Design migu_insn_fetch, sky130hd; sources not shown.
met1.png
The bar under the picture is 100 um long.
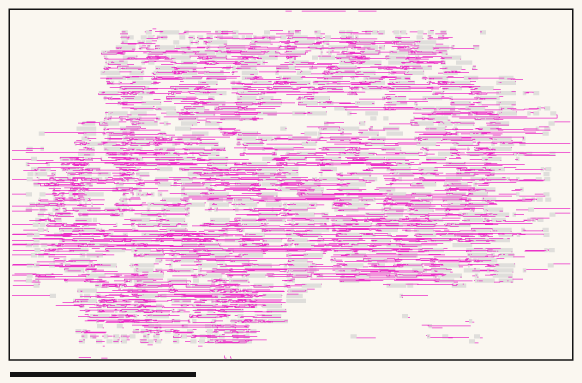
wire length on this layer: 22.0 mm
nets with wire on the layer: 1437
share of all routed wire: 48%
DR vias: 10830
Post-Route WL: 45.90 mm
met1 Track Usage GR: 0.2304

met2.png
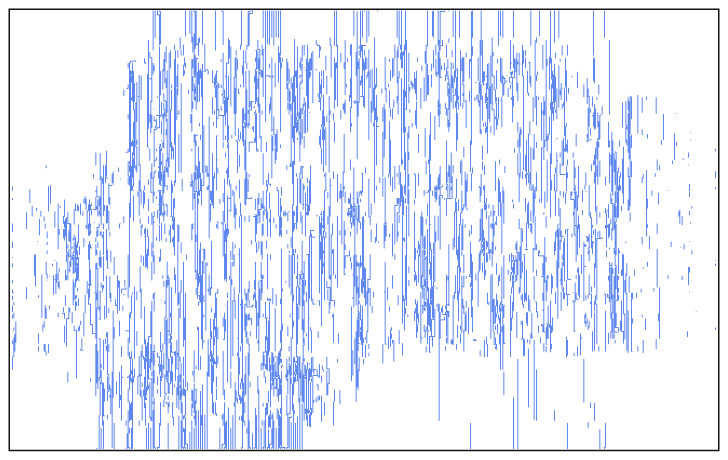
share of all routed wire: 46%
nets with wire on the layer: 1243
main direction: vertical
wire length on this layer: 21.0 mm
longest straight run: 70.4 um
met2 GRT Util: 0.2474

met3.png
The bar under the picture is 100 um long.
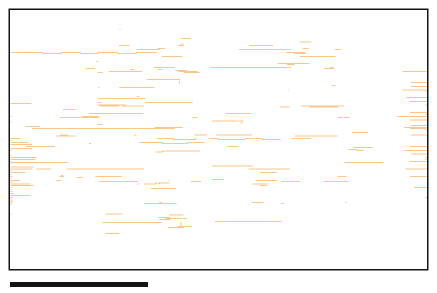
share of all routed wire: 5.2%
wire length on this layer: 2390 um
GR Layer Usage met3: 0.02924

==> results.py <==
# Generated from Yosys and OpenROAD reports
metrics = {
    "run_status": {
        "outcome": "complete, no violations",
    },
    "synthesis": {
        "synth_top_cell_by_count": "edfxtp_1",
        "syn_area_per_cell_um2": 13.75,
        "synth.yosys.seq_area_share": 0.6156,
        "synth_nets": 1356,
        "ys_types": 57,
        "mux_area_frac": 0.1042,
        "synth_area_um2": 17140,
        "yosys-stat-area_um2": 17140,
        "yosysCellCount": 1246,
    },
    "setup_path": {
        "cp.required_ns": 4.16,
        "cp-start-kind": "input pin",
        "arrival_ns": 3.14,
        "reg2regPathDepth": 14,
        "crit_path_end_kind": "output pin",
    },
    "final_layout": {
        "n_all_buffers": 215,
        "nonClkBufAreaFrac": 0.1041,
        "nClkBuffers": 50,
        "logic_gates": 776,
        "syn_to_final_growth_pct": 22.06,
        "comb_area_frac": 0.2910,
        "drive_above_1_share": 0.1355,
        "flops": 358,
        "largest_reg_flops": 248,
        "antennaDiodeCount": 1,
        "clock_area_frac": 0.05868,
    },
    "power_and_ir_drop": {
        "power_clock_mw": 2.74,
        "leakagePower_nw": 6.975,
        "p_comb_mw": 0.530,
        "power.switching_mw": 1.499,
    },
    "grt": {
        "track_usage": 0.1579,
        "grt_start_max_net_pins": 125,
    },
    "final_timing": {
        "tightestPinTransition_ns": 1.038,
        "drv_slew": 0,
        "hold_viol_final": 0,
    },
    "cts": {
        "clock_latency_ns": 0.53,
        "cts-hold-fix-buffers": 0,
        "post_cts_resized": 0,
    },
    "detailed_routing": {
        "drt_iter0_markers": 905,
    },
    "place": {
        "gp_congestion": 0.7685,
        "port_buffers": 191,
    },
    "floorplanning": {
        "die_y_um": 187.4,
    },
}
[layer usage]
layer | routed length [um] | global-route usage | part of all wire | up-vias
met5 | 0 | 0 | 0 | -
met4 | 468 | 0.02474 | 0.010 | 0
met3 | 2389 | 0.02924 | 0.052 | 39
met2 | 21010 | 0.2474 | 0.46 | 298
met1 | 22030 | 0.2304 | 0.48 | 5536
li1 | - | - | - | 4957
[critical path, cell delays in order]
cell	delay, ns
clkdlybuf4s50_1	0.42
or3_1	0.36
or4_1	0.57
inv_1	0.16
clkdlybuf4s50_1	0.59
[cell usage in the layout, fill, tap and decap left out, types with 31 or more instances in the layout]
cell and count:
nand2_1 87, o21ai_0 31, and2_1 186, nor4b_1 62, mux2_2 31, nor3_1 73, nor2b_1 64, clkdlybuf4s50_1 190
clkbuf_16 39, mux4_2 62, edfxtp_1 338
